Figure 1. Register map, names as in the netlist (run 1).
Other sequential cells in the stronger grey, the rest of the logic in the fainter grey.
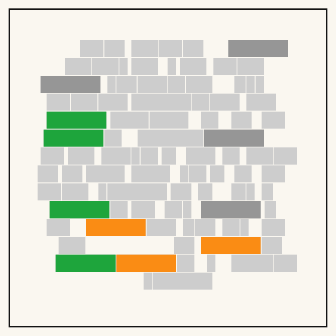
Figure 2. Track usage over the die (run 1).
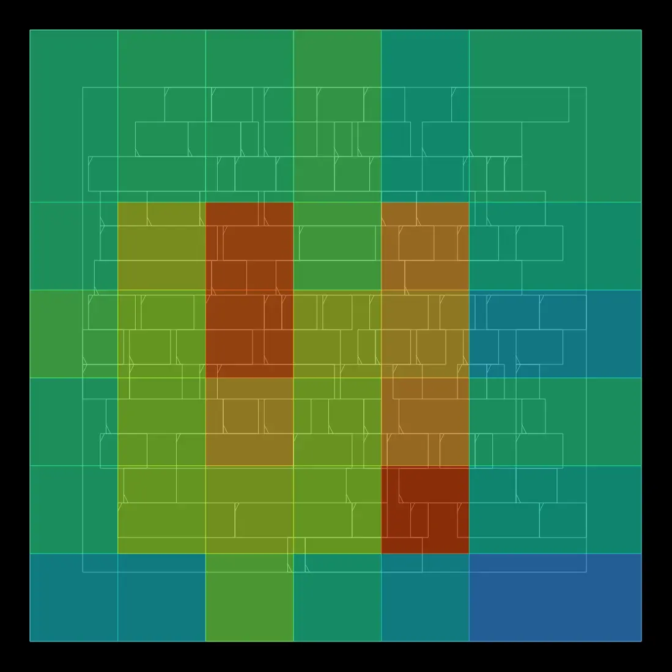
Figure 3. Signal wires by layer (run 1).
Two of the layers only.
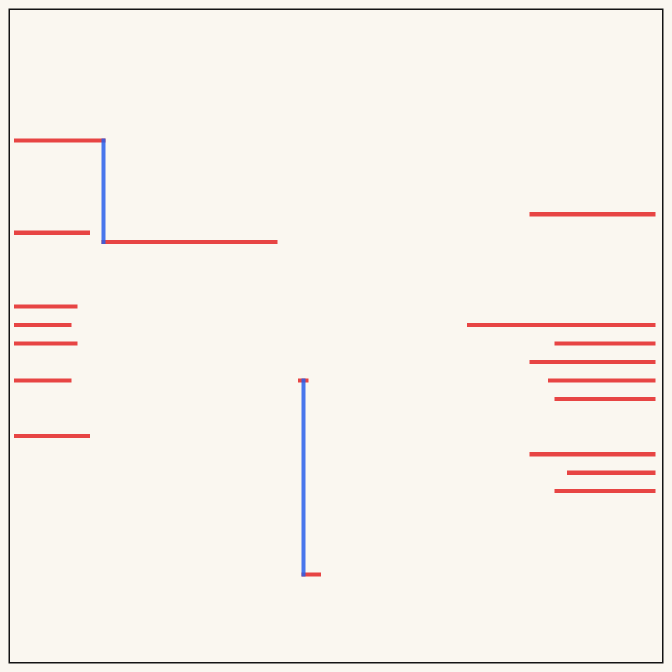
===== config.mk =====
export PLATFORM = sky130hd
export DESIGN_NAME = count_seq_ctrl_flat
export DESIGN_NICKNAME = d
export VERILOG_FILES = /design/src/rtl/count_seq_ctrl_if.sv /design/src/rtl/count_seq_ctrl.sv /design/src/flat_wrapper.sv
export SDC_FILE = /design/constraint.sdc
export NUM_CORES = 1
export LEC_CHECK = 0
export CAP_MARGIN = 30
export CORE_MARGIN = 4
export CORE_UTILIZATION = 41
export CTS_BUF_LIST = sky130_fd_sc_hd__clkbuf_16
export DETAILED_ROUTE_END_ITERATION = 7
export PLACE_DENSITY_LB_ADDON = 0.3
export SLEW_MARGIN = 20
export SYNTH_ARGS = -nofsm -noshare
export SYNTH_HDL_FRONTEND = slang
export SYNTH_SLANG_ARGS = --single-unit

===== constraint.sdc =====
create_clock -name clock -period 1.6 [get_ports clock]
set_input_delay 0.24 -clock clock [delete_from_list [all_inputs] [get_ports clock]]
set_output_delay 0.24 -clock clock [all_outputs]
set_load 0.02 [all_outputs]

===== src/rtl/count_seq_ctrl_if.sv =====
// Host/counter signal bundle for count_seq_ctrl.
// The master drives the job request and the counter's output; the slave is the controller.
interface count_seq_ctrl_if #(
  parameter int WIDTH = 4
);
  logic             start;
  logic [WIDTH-1:0] start_val;
  logic [WIDTH-1:0] stop_val;
  logic             pause;
  logic             abort;
  logic [WIDTH-1:0] ctr_cnt;
  logic [WIDTH-1:0] ctr_inputs;
  logic             ctr_redge;
  logic             ctr_reset;
  logic             busy;
  logic             done;
  logic             err;

  modport master (
    output start, start_val, stop_val, pause, abort, ctr_cnt,
    input  ctr_inputs, ctr_redge, ctr_reset, busy, done, err
  );

  modport slave (
    input  start, start_val, stop_val, pause, abort, ctr_cnt,
    output ctr_inputs, ctr_redge, ctr_reset, busy, done, err
  );
endinterface


===== src/rtl/count_seq_ctrl.sv =====
// Run controller for a load-and-increment counter: loads start_val, steps to stop_val, reports done.
// Optional expected-value checker enabled by defining COUNT_SEQ_CHECK_EN.
//   state   | meaning
//   S_IDLE  | waiting for start; counter untouched
//   S_LOAD  | counter loaded with start_val (fed start_val-1 with step enable)
//   S_RUN   | counter steps via feedback until it equals stop_val; pause holds
//   S_DONE  | one-cycle completion pulse
//   S_ABORT | one-cycle synchronous clear of the counter
module count_seq_ctrl #(
  parameter int WIDTH = 4
) (
  input logic              clock,
  input logic              reset_n,
  count_seq_ctrl_if.slave  bus
);

  typedef enum logic [2:0] {S_IDLE, S_LOAD, S_RUN, S_DONE, S_ABORT} state_t;

  state_t           r_state;
  state_t           w_next;
  logic [WIDTH-1:0] r_start_val;
  logic [WIDTH-1:0] r_stop_val;
  logic             w_at_stop;
  logic             w_accept;
  logic [WIDTH-1:0] w_inputs;
  logic             w_redge;
  logic             w_reset;
  logic             w_busy;
  logic             w_done;

  assign w_at_stop = (bus.ctr_cnt == r_stop_val);
  assign w_accept  = (r_state == S_IDLE) && bus.start && !bus.abort;

  always_ff @(posedge clock or negedge reset_n) begin
    if (!reset_n) begin
      r_state <= S_IDLE;
    end else begin
      r_state <= w_next;
    end
  end

  always_ff @(posedge clock or negedge reset_n) begin
    if (!reset_n) begin
      r_start_val <= '0;
      r_stop_val  <= '0;
    end else if (w_accept) begin
      r_start_val <= bus.start_val;
      r_stop_val  <= bus.stop_val;
    end
  end

  always_comb begin
    w_next = r_state;
    case (r_state)
      S_IDLE:  if (bus.abort) w_next = S_ABORT;
               else if (bus.start) w_next = S_LOAD;
      S_LOAD:  w_next = bus.abort ? S_ABORT : S_RUN;
      // abort wins even on the cycle the counter reaches stop_val
      S_RUN:   if (bus.abort) w_next = S_ABORT;
               else if (w_at_stop) w_next = S_DONE;
      S_DONE:  w_next = S_IDLE;
      S_ABORT: w_next = S_IDLE;
      default: w_next = S_IDLE;
    endcase
  end

  always_comb begin
    w_inputs = '0;
    w_redge  = 1'b0;
    w_reset  = 1'b0;
    w_busy   = 1'b0;
    w_done   = 1'b0;
    case (r_state)
      S_LOAD: begin
        w_inputs = r_start_val - WIDTH'(1);
        w_redge  = 1'b1;
        w_busy   = 1'b1;
      end
      S_RUN: begin
        w_busy = 1'b1;
        if (!w_at_stop) begin
          w_inputs = bus.ctr_cnt;
          w_redge  = !bus.pause && !bus.abort;
        end
      end
      S_DONE: begin
        w_busy = 1'b1;
        w_done = 1'b1;
      end
      S_ABORT: w_reset = 1'b1;
      default: ;
    endcase
  end

  assign bus.ctr_inputs = w_inputs;
  assign bus.ctr_redge  = w_redge;
  assign bus.ctr_reset  = w_reset;
  assign bus.busy       = w_busy;
  assign bus.done       = w_done;

`ifdef COUNT_SEQ_CHECK_EN
  logic [WIDTH-1:0] r_exp;
  logic             r_err;

  always_ff @(posedge clock or negedge reset_n) begin
    if (!reset_n) begin
      r_exp <= '0;
      r_err <= 1'b0;
    end else begin
      if (r_state == S_LOAD) begin
        r_exp <= r_start_val;
      end else if ((r_state == S_RUN) && w_redge) begin
        r_exp <= r_exp + WIDTH'(1);
      end
      if (w_accept) begin
        r_err <= 1'b0;
      end else if ((r_state == S_RUN) && (bus.ctr_cnt != r_exp)) begin
        r_err <= 1'b1;
      end
    end
  end

  assign bus.err = r_err;
`else
  assign bus.err = 1'b0;
`endif

endmodule


===== src/flat_wrapper.sv =====
// flat-port wrapper written by rule: the top's interface ports become plain ports
module count_seq_ctrl_flat 
#(
  parameter int WIDTH = 4
)
  (clock, reset_n, bus_start, bus_start_val, bus_stop_val, bus_pause, bus_abort, bus_ctr_cnt, bus_ctr_inputs, bus_ctr_redge, bus_ctr_reset, bus_busy, bus_done, bus_err);
  count_seq_ctrl_if #(.WIDTH(WIDTH)) bus_i ();
  input logic clock;
  input logic reset_n;
  input wire logic [$bits(bus_i.start)-1:0] bus_start;
  input wire logic [$bits(bus_i.start_val)-1:0] bus_start_val;
  input wire logic [$bits(bus_i.stop_val)-1:0] bus_stop_val;
  input wire logic [$bits(bus_i.pause)-1:0] bus_pause;
  input wire logic [$bits(bus_i.abort)-1:0] bus_abort;
  input wire logic [$bits(bus_i.ctr_cnt)-1:0] bus_ctr_cnt;
  output wire logic [$bits(bus_i.ctr_inputs)-1:0] bus_ctr_inputs;
  output wire logic [$bits(bus_i.ctr_redge)-1:0] bus_ctr_redge;
  output wire logic [$bits(bus_i.ctr_reset)-1:0] bus_ctr_reset;
  output wire logic [$bits(bus_i.busy)-1:0] bus_busy;
  output wire logic [$bits(bus_i.done)-1:0] bus_done;
  output wire logic [$bits(bus_i.err)-1:0] bus_err;
  assign bus_i.start = bus_start;
  assign bus_i.start_val = bus_start_val;
  assign bus_i.stop_val = bus_stop_val;
  assign bus_i.pause = bus_pause;
  assign bus_i.abort = bus_abort;
  assign bus_i.ctr_cnt = bus_ctr_cnt;
  assign bus_ctr_inputs = bus_i.ctr_inputs;
  assign bus_ctr_redge = bus_i.ctr_redge;
  assign bus_ctr_reset = bus_i.ctr_reset;
  assign bus_busy = bus_i.busy;
  assign bus_done = bus_i.done;
  assign bus_err = bus_i.err;
  count_seq_ctrl #(.WIDTH(WIDTH)) u_core (.clock(clock), .reset_n(reset_n), .bus(bus_i));
endmodule

==> report_table.html, run 1 <==
<h2>Synthesis and place &amp; route</h2>
<table>
<tr><th>Metric</th><th>Value</th></tr>
<tr><th colspan="2">Timing</th></tr>
<tr><td>Final Hold Fails</td><td>0</td></tr>
<tr><td>Cycle use final</td><td>1.15</td></tr>
<tr><td>Max_slew headroom</td><td>0.666</td></tr>
<tr><td>Post-route minimum period</td><td>between 1.5 and 2 ns</td></tr>
<tr><td>Post-route setup slack</td><td>-0.238 ns</td></tr>
<tr><td>Endpoints failing setup</td><td>5</td></tr>
<tr><th colspan="2">Detailed routing</th></tr>
<tr><td>Number of nets still failing antenna checks after routing</td><td>0</td></tr>
<tr><td>Router iterations before antenna repair</td><td>3</td></tr>
<tr><td>Met2 WL post-DR</td><td>approximately 700 um</td></tr>
<tr><td>Highest layer used for signal routing</td><td>met4</td></tr>
<tr><td>Met1 wire length</td><td>around 650 um</td></tr>
<tr><th colspan="2">Placement</th></tr>
<tr><td>Placed wire-length estimate</td><td>about 1.1 mm</td></tr>
<tr><td>Worst slack, placed</td><td>-0.763 ns</td></tr>
<tr><th colspan="2">Setup path</th></tr>
<tr><td>Kind of critical path</td><td>reg2out</td></tr>
<tr><td>Crit path from</td><td>u_core.r_stop_val[1]</td></tr>
<tr><td>R2R depth</td><td>5</td></tr>
<tr><td>Slowest stage delay, CP</td><td>0.39 ns</td></tr>
<tr><td>Dominant delay contributor by cell family on the critical path</td><td>AND-OR/OR-AND gates</td></tr>
<tr><td>Logic depth of the worst path, buffers included</td><td>5</td></tr>
<tr><td>Register-to-register setup slack</td><td>between 0.2 and 0.25 ns</td></tr>
<tr><td>List of cells traversed by the critical path</td><td>xor2_2 &gt; o41ai_4 &gt; buf_4 &gt; o22ai_2 &gt; buf_6</td></tr>
<tr><td>Worst path arrival time</td><td>1.60 ns</td></tr>
<tr><td>Critical path's slowest cell</td><td>sky130_fd_sc_hd__dfrtp_1</td></tr>
<tr><th colspan="2">Yosys</th></tr>
<tr><td>Dominant cell by count in the synthesized netlist</td><td>sky130_fd_sc_hd__dfrtp_1</td></tr>
<tr><td>FA/HA/MAJ Cells, Area Fraction</td><td>0.0190</td></tr>
<tr><td>Top post-synthesis cells by area</td><td>sky130_fd_sc_hd__dfrtp_1 (42%), sky130_fd_sc_hd__mux2_2 (12%), sky130_fd_sc_hd__o41ai_4 (4.2%)</td></tr>
<tr><td>Floorplan Nets</td><td>between 70 and 80</td></tr>
<tr><td>Tally of unique sky130hd cells used after synthesis</td><td>25</td></tr>
<tr><td>Post-synthesis instance area</td><td>657 um2</td></tr>
<tr><td>Fraction of synthesized cell area in xor and xnor cells</td><td>0.105</td></tr>
<tr><td>Biggest area consumer among synthesized cells</td><td>sky130_fd_sc_hd__dfrtp_1</td></tr>
<tr><td>Synth cell count leaders</td><td>sky130_fd_sc_hd__dfrtp_1 (11), sky130_fd_sc_hd__mux2_2 (7), sky130_fd_sc_hd__inv_1 (6)</td></tr>
<tr><td>Count of instantiated cells in the yosys netlist</td><td>just under 60</td></tr>
<tr><td>Comb area leader</td><td>simple AND/OR/NAND/NOR gates</td></tr>
<tr><td>Post-synth tally of flip-flops with integrated enable</td><td>0</td></tr>
<tr><td>Synthesis Warnings</td><td>0</td></tr>
<tr><th colspan="2">Clock tree</th></tr>
<tr><td>Maximum root-to-sink buffer count</td><td>2</td></tr>
<tr><td>Clock-pin slew reported for the worst setup and hold paths after clock tree synthesis</td><td>around 0.040 ns</td></tr>
<tr><td>Num CTS Buffers</td><td>3</td></tr>
<tr><td>Clock insertion delay at the later pin of the skew report</td><td>0.24 ns</td></tr>
<tr><td>CTS Sinks</td><td>11</td></tr>
<tr><td>Post-CTS Setup Repair Bufs</td><td>2</td></tr>
<tr><th colspan="2">Final layout</th></tr>
<tr><td>Count of placed standard cells in the final layout, fillers left out</td><td>111</td></tr>
<tr><td>Multi-input gates</td><td>39</td></tr>
<tr><td>Clock network area share</td><td>0.0713</td></tr>
<tr><td>Fraction of area in multi-input gates</td><td>0.361</td></tr>
<tr><td>Number of non-clock inverters in the layout</td><td>6</td></tr>
<tr><td>Flop count</td><td>11</td></tr>
<tr><td>Total inserted antenna cells</td><td>0</td></tr>
<tr><td>Filler cells</td><td>~120</td></tr>
<tr><td>Dominant logic cell types in the final layout</td><td>sky130_fd_sc_hd__clkdlybuf4s50_1 (12), sky130_fd_sc_hd__buf_4 (12), sky130_fd_sc_hd__dfrtp_1 (11), sky130_fd_sc_hd__inv_1 (7), sky130_fd_sc_hd__mux2_2 (7)</td></tr>
<tr><td>Multi-input gate area</td><td>399 um2</td></tr>
<tr><td>Non-clock buffer instance count of the final layout</td><td>35</td></tr>
<tr><td>Clock buffer instance count of the final layout</td><td>3</td></tr>
<tr><th colspan="2">Pwr</th></tr>
<tr><td>Power dissipated in the clock network</td><td>452 uW</td></tr>
<tr><td>Power Density</td><td>approximately 1100 nW/um2</td></tr>
<tr><td>Combinational cell power</td><td>roughly 350 uW</td></tr>
<tr><td>Combinational fraction of design power</td><td>0.297</td></tr>
<tr><th colspan="2">Floorplanning</th></tr>
<tr><td>Number of placement rows</td><td>14</td></tr>
<tr><td>Initial Util</td><td>0.436</td></tr>
<tr><td>Number of primary I/O pins</td><td>26</td></tr>
<tr><td>Die area</td><td>between 2000 and 2500 um2</td></tr>
<tr><td>Taps Inserted</td><td>16</td></tr>
<tr><th colspan="2">Status</th></tr>
<tr><td>Status</td><td>complete, but fails checks</td></tr>
<tr><td>Failing checks</td><td>setup timing</td></tr>
<tr><th colspan="2">GRT</th></tr>
<tr><td>Global-route wire length before repair</td><td>2.31 mm</td></tr>
<tr><td>Initial antenna violation count</td><td>0</td></tr>
<tr><th colspan="2">Run</th></tr>
<tr><td>Total number of warnings across the stage logs</td><td>28</td></tr>
</table>
Back to the opening pictures, Figure 1:
- u_core.r_stop_val: green (flops 4; where west)
- u_core.r_state: orange (flops 3)
- not coloured: 4
sequential share of cell area: 0.249
Final Core Density: 0.733
sequential cell area: 275 um2
total sequential power: 383 uW

Back to the opening pictures, Figure 2:
met3 usage: 0.0376
GR peak layer: met2
detailed-route wire length per cell: 13.5 um
met1 track demand over resource: 0.187

Back to the opening pictures, Figure 3:
- metal 4: blue (wire length 21.8 um)
- metal 3: red (wire length 123 um)
WL final: 1.49 mm
GR Util All Layers: 0.150
via count of the routed design: 542

## run 1: flip-flops by register name (all words and copies together), names as in the netlist
| name | flops |
|---|---|
| u_core.r_state | 3 |
| u_core.r_stop_val | 4 |
| u_core.r_start_val | 4 |
## run 1: worst min path at each step
stage | to | slack [ns] | depth (start not counted)
final | u_core.r_start_val[1] | 0.34 | 1
after global routing | u_core.r_start_val[1] | 0.39 | 1
after CTS | u_core.r_start_val[0] | 0.36 | 1
after detailed placement | u_core.r_start_val[3] | 0.52 | 1
after global placement | u_core.r_start_val[3] | 0.51 | 1
after floorplan | u_core.r_start_val[0] | -0.06 | 0
## Run 2: what changed since run 1
- CAP_MARGIN: 30 -> unset
Figure 4. Signal wires on met3 (run 2).
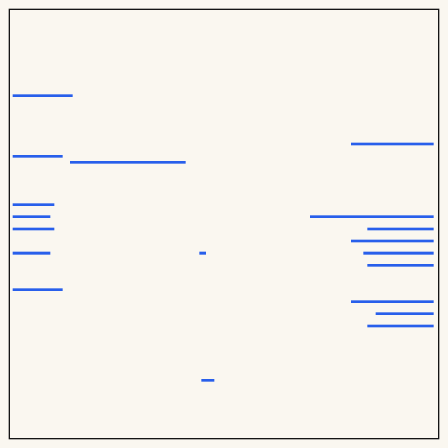
- nets with wire on the layer: 17
- longest straight run: 13.6 um
- main direction: horizontal

Figure 5. Register map, names as in the netlist (run 2).
Other sequential cells in the stronger grey, the rest of the logic in the fainter grey.
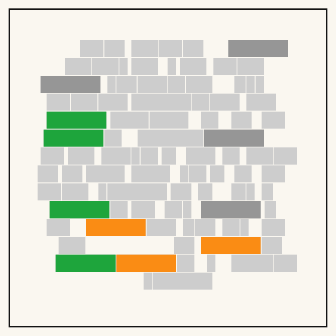
- u_core.r_state: orange (flops 3)
- u_core.r_stop_val: green (flops 4; where west)

==> run 2 against run 1 <==
Against the previous run: the flow still finishes with violations (setup timing); non-clock buffer count stayed put; sequential share of layout area stayed put; wire length stayed put; largest cell class unchanged; largest power group unchanged.
==> report_table.html, run 2 <==
<h2>Synthesis and place &amp; route</h2>
<table>
<tr><th>Metric</th><th>Value</th></tr>
<tr><th colspan="2">Status</th></tr>
<tr><td>Status</td><td>complete, but fails checks</td></tr>
<tr><td>Failing checks</td><td>setup timing</td></tr>
<tr><th colspan="2">Pwr</th></tr>
<tr><td>Power dissipated in the clock network</td><td>roughly 450 uW</td></tr>
<tr><td>Clock power frac</td><td>0.380</td></tr>
<tr><td>Leakage power</td><td>slightly above 0.0005 uW</td></tr>
<tr><td>Worst voltage drop across the vdd grid</td><td>about 0.00081 V</td></tr>
<tr><td>Final total power</td><td>between 1000 and 1500 uW</td></tr>
<tr><td>Switch Pwr</td><td>331 uW</td></tr>
<tr><td>Power Density</td><td>~1100 nW/um2</td></tr>
<tr><td>Sequential fraction of design power</td><td>0.322</td></tr>
<tr><td>Switching part of the total power</td><td>0.279</td></tr>
<tr><td>Combinational fraction of design power</td><td>0.297</td></tr>
<tr><td>Largest power group</td><td>the clock network</td></tr>
<tr><td>Combinational cell power</td><td>roughly 350 uW</td></tr>
<tr><td>Total sequential power</td><td>about 380 uW</td></tr>
<tr><td>Cell Int Power</td><td>between 800 and 900 uW</td></tr>
<tr><th colspan="2">Detailed routing</th></tr>
<tr><td>Highest layer used for signal routing</td><td>met4</td></tr>
<tr><td>Routed met3 length</td><td>roughly 120 um</td></tr>
<tr><td>Met2 WL post-DR</td><td>702 um</td></tr>
<tr><td>WL final</td><td>around 1.5 mm</td></tr>
<tr><td>Detailed Route Iter0 Violations</td><td>3</td></tr>
<tr><td>Vias/cell</td><td>slightly below 5</td></tr>
<tr><td>Count of unresolved DRC violations after routing</td><td>0</td></tr>
<tr><td>Detailed-route wire length per cell</td><td>around 13 um</td></tr>
<tr><td>Met1 wire length</td><td>approximately 650 um</td></tr>
<tr><td>Via count of the routed design</td><td>between 500 and 600</td></tr>
<tr><td>Router iterations before antenna repair</td><td>3</td></tr>
<tr><td>Number of nets still failing antenna checks after routing</td><td>0</td></tr>
<tr><th colspan="2">Timing</th></tr>
<tr><td>Final worst hold slack</td><td>approximately 0.34 ns</td></tr>
<tr><td>Final Slew Violations</td><td>0</td></tr>
<tr><td>Slew @ Worst Pin</td><td>around 0.50 ns</td></tr>
<tr><td>Worst-case clock skew</td><td>approximately 0.0056 ns</td></tr>
<tr><td>Final Hold Fails</td><td>0</td></tr>
<tr><td>Max_slew headroom</td><td>0.666</td></tr>
<tr><td>Top achievable clock speed</td><td>approximately 540 MHz</td></tr>
<tr><td>Cycle use final</td><td>1.15</td></tr>
<tr><td>Setup TNS after final layout</td><td>-1.15 ns</td></tr>
<tr><td>Post-route setup slack</td><td>-0.238 ns</td></tr>
<tr><td>Endpoints failing setup</td><td>5</td></tr>
<tr><td>Post-route minimum period</td><td>~1.8 ns</td></tr>
<tr><td>Unrepaired setup endpoints after global routing</td><td>yes</td></tr>
<tr><th colspan="2">Final layout</th></tr>
<tr><td>Count of placed standard cells in the final layout, fillers left out</td><td>111</td></tr>
<tr><td>Number of non-clock inverters in the layout</td><td>6</td></tr>
<tr><td>Nets</td><td>about 110</td></tr>
<tr><td>Cell area after layout</td><td>around 1100 um2</td></tr>
<tr><td>Final Core Density</td><td>0.733</td></tr>
<tr><td>Filler cells</td><td>120</td></tr>
<tr><td>Fraction of final layout cells sized beyond drive strength 1</td><td>0.453</td></tr>
<tr><td>Non-clock buffer instance count of the final layout</td><td>35</td></tr>
<tr><td>Clock network area share</td><td>0.0713</td></tr>
<tr><td>Area overhead of the layout relative to synthesis</td><td>68.2%</td></tr>
<tr><td>Flop count</td><td>11</td></tr>
<tr><td>Sequential cell area</td><td>275 um2</td></tr>
<tr><td>Registers with the most flip-flops</td><td>u_core.r_start_val (4), u_core.r_stop_val (4), u_core.r_state (3)</td></tr>
<tr><td>Dominant logic cell types in the final layout</td><td>sky130_fd_sc_hd__clkdlybuf4s50_1 (12), sky130_fd_sc_hd__buf_4 (12), sky130_fd_sc_hd__dfrtp_1 (11), sky130_fd_sc_hd__inv_1 (7), sky130_fd_sc_hd__mux2_2 (7)</td></tr>
<tr><td>Multi-input gates</td><td>39</td></tr>
<tr><td>Sequential share of cell area</td><td>0.249</td></tr>
<tr><td>Fraction of area in multi-input gates</td><td>0.361</td></tr>
<tr><td>Multi-input gate area</td><td>399 um2</td></tr>
<tr><td>Top class by area</td><td>logic gates</td></tr>
<tr><td>Non-clock buffering overhead in the final layout</td><td>0.280</td></tr>
<tr><td>Total inserted antenna cells</td><td>0</td></tr>
<tr><td>Clock buffer instance count of the final layout</td><td>3</td></tr>
<tr><th colspan="2">Yosys</th></tr>
<tr><td>Biggest area consumer among synthesized cells</td><td>sky130_fd_sc_hd__dfrtp_1</td></tr>
<tr><td>Chip area in the Yosys report</td><td>between 600 and 700 um2</td></tr>
<tr><td>Tally of unique sky130hd cells used after synthesis</td><td>25</td></tr>
<tr><td>Share of async-settable or async-resettable flops after synthesis</td><td>1.00</td></tr>
<tr><td>Floorplan Nets</td><td>between 70 and 80</td></tr>
<tr><td>Average instance area after synthesis</td><td>about 11 um2</td></tr>
<tr><td>Top post-synthesis cells by area</td><td>sky130_fd_sc_hd__dfrtp_1 (42%), sky130_fd_sc_hd__mux2_2 (12%), sky130_fd_sc_hd__o41ai_4 (4.2%)</td></tr>
<tr><td>Dominant cell by count in the synthesized netlist</td><td>sky130_fd_sc_hd__dfrtp_1</td></tr>
<tr><td>Post-synthesis instance area</td><td>657 um2</td></tr>
<tr><td>Synthesis Warnings</td><td>0</td></tr>
<tr><td>Post-synth tally of flip-flops with integrated enable</td><td>0</td></tr>
<tr><td>Cells after synthesis</td><td>~58</td></tr>
<tr><td>Count of instantiated cells in the yosys netlist</td><td>between 50 and 60</td></tr>
<tr><td>Seq share, synth</td><td>0.419</td></tr>
<tr><td>Area leader share</td><td>0.419</td></tr>
<tr><td>Main flop type after synthesis</td><td>sky130_fd_sc_hd__dfrtp_1</td></tr>
<tr><td>Number of flip-flops and latches in the synthesized netlist</td><td>11</td></tr>
<tr><td>Synth cell count leaders</td><td>sky130_fd_sc_hd__dfrtp_1 (11), sky130_fd_sc_hd__mux2_2 (7), sky130_fd_sc_hd__inv_1 (6)</td></tr>
<tr><th colspan="2">Floorplanning</th></tr>
<tr><td>Core area</td><td>approximately 1500 um2</td></tr>
<tr><td>Initial Util</td><td>0.436</td></tr>
<tr><td>Vert. Die Dim</td><td>roughly 48 um</td></tr>
<tr><td>Taps Inserted</td><td>16</td></tr>
<tr><td>Die width</td><td>about 48 um</td></tr>
<tr><td>Die area</td><td>around 2300 um2</td></tr>
<tr><td>Number of primary I/O pins</td><td>26</td></tr>
<tr><td>Number of placement rows</td><td>14</td></tr>
<tr><th colspan="2">Clock tree</th></tr>
<tr><td>Hold buffers post-CTS</td><td>0</td></tr>
<tr><td>Clock-pin slew reported for the worst setup and hold paths after clock tree synthesis</td><td>around 0.04 ns</td></tr>
<tr><td>Maximum root-to-sink buffer count</td><td>2</td></tr>
<tr><td>Clock Root Buffer</td><td>sky130_fd_sc_hd__clkbuf_16</td></tr>
<tr><td>Clock insertion delay at the later pin of the skew report</td><td>0.24 ns</td></tr>
<tr><td>Gates resized, CTS repair</td><td>33</td></tr>
<tr><td>Post-CTS Setup Repair Bufs</td><td>2</td></tr>
<tr><td>Num CTS Buffers</td><td>3</td></tr>
<tr><td>H-tree levels</td><td>1</td></tr>
<tr><td>CTS Sinks</td><td>11</td></tr>
<tr><td>CTS tree</td><td>done</td></tr>
<tr><th colspan="2">Setup path</th></tr>
<tr><td>Startpoint types</td><td>flop</td></tr>
<tr><td>Dominant delay contributor by cell family on the critical path</td><td>AND-OR/OR-AND gates</td></tr>
<tr><td>Register-to-register setup slack</td><td>between 0.2 and 0.25 ns</td></tr>
<tr><td>Critical-path maximum fanout</td><td>3</td></tr>
<tr><td>Slowest stage delay, CP</td><td>approximately 0.4 ns</td></tr>
<tr><td>Type of destination of the critical path</td><td>primary output</td></tr>
<tr><td>Worst path arrival time</td><td>1.60 ns</td></tr>
<tr><td>Critical path's slowest cell</td><td>sky130_fd_sc_hd__dfrtp_1</td></tr>
<tr><td>Required @ worst endpoint</td><td>around 1.4 ns</td></tr>
<tr><td>Kind of critical path</td><td>reg2out</td></tr>
<tr><td>Critical path buffer and inverter count</td><td>2</td></tr>
<tr><td>List of cells traversed by the critical path</td><td>xor2_2 &gt; o41ai_4 &gt; buf_4 &gt; o22ai_2 &gt; buf_6</td></tr>
<tr><th colspan="2">Worst hold path</th></tr>
<tr><td>Hold WC Path Type</td><td>in2async</td></tr>
<tr><th colspan="2">GRT</th></tr>
<tr><td>Met2 track utilization from global routing</td><td>0.235</td></tr>
<tr><td>Pin count of the biggest net entering global routing</td><td>12</td></tr>
<tr><td>Met1 track demand over resource</td><td>0.187</td></tr>
<tr><td>GR Util All Layers</td><td>0.150</td></tr>
<tr><td>Number of global-route vias before repair</td><td>525</td></tr>
<tr><td>Met3 usage</td><td>0.0376</td></tr>
<tr><td>GR peak layer</td><td>met2</td></tr>
<tr><td>Remaining Overflow, GRT</td><td>0</td></tr>
<tr><td>Initial antenna violation count</td><td>0</td></tr>
<tr><td>Global-route wire length before repair</td><td>2.31 mm</td></tr>
<tr><th colspan="2">Placement</th></tr>
<tr><td>Worst slack, placed</td><td>-0.763 ns</td></tr>
<tr><td>Total cell area at the placement stage</td><td>approximately 980 um2</td></tr>
<tr><td>I/O Buffers</td><td>24</td></tr>
<tr><td>Number of instances in the placed design</td><td>around 110</td></tr>
<tr><td>Placed wire-length estimate</td><td>between 1 and 1.5 mm</td></tr>
<tr><td>Routability congestion estimate from global placement</td><td>approximately 0.74</td></tr>
<tr><th colspan="2">Run</th></tr>
<tr><td>Total number of warnings across the stage logs</td><td>28</td></tr>
<tr><td>Max capacitance violation total</td><td>0</td></tr>
</table>
run 2: path summary, 6_finish.rpt:
kind	start	end	cells past startpoint
max	u_core.r_stop_val[1]	bus_ctr_inputs[2]	5
min	reset_n	u_core.r_start_val[1]	1
max reg2reg	u_core.r_state[0]	u_core.r_start_val[2]	5
min reg2reg	u_core.r_start_val[3]	u_core.r_start_val[3]	1
max in group asynchronous	reset_n	u_core.r_stop_val[1]	1
min in group clock	u_core.r_start_val[3]	u_core.r_start_val[3]	1
run 2: cell families (layout without fill, tap and decap cells):
family,after synthesis,after routing,share of synthesized area
fa+ha+maj,1,1,0.0190
other cells,1,1,0.00571
simple gates,15,15,0.154
buf+inv,8,45,0.0533
mux,8,8,0.137
xor+xnor,7,7,0.105
flops,11,11,0.419
compound gates,7,7,0.107
Power and IR drop assume default switching activity.
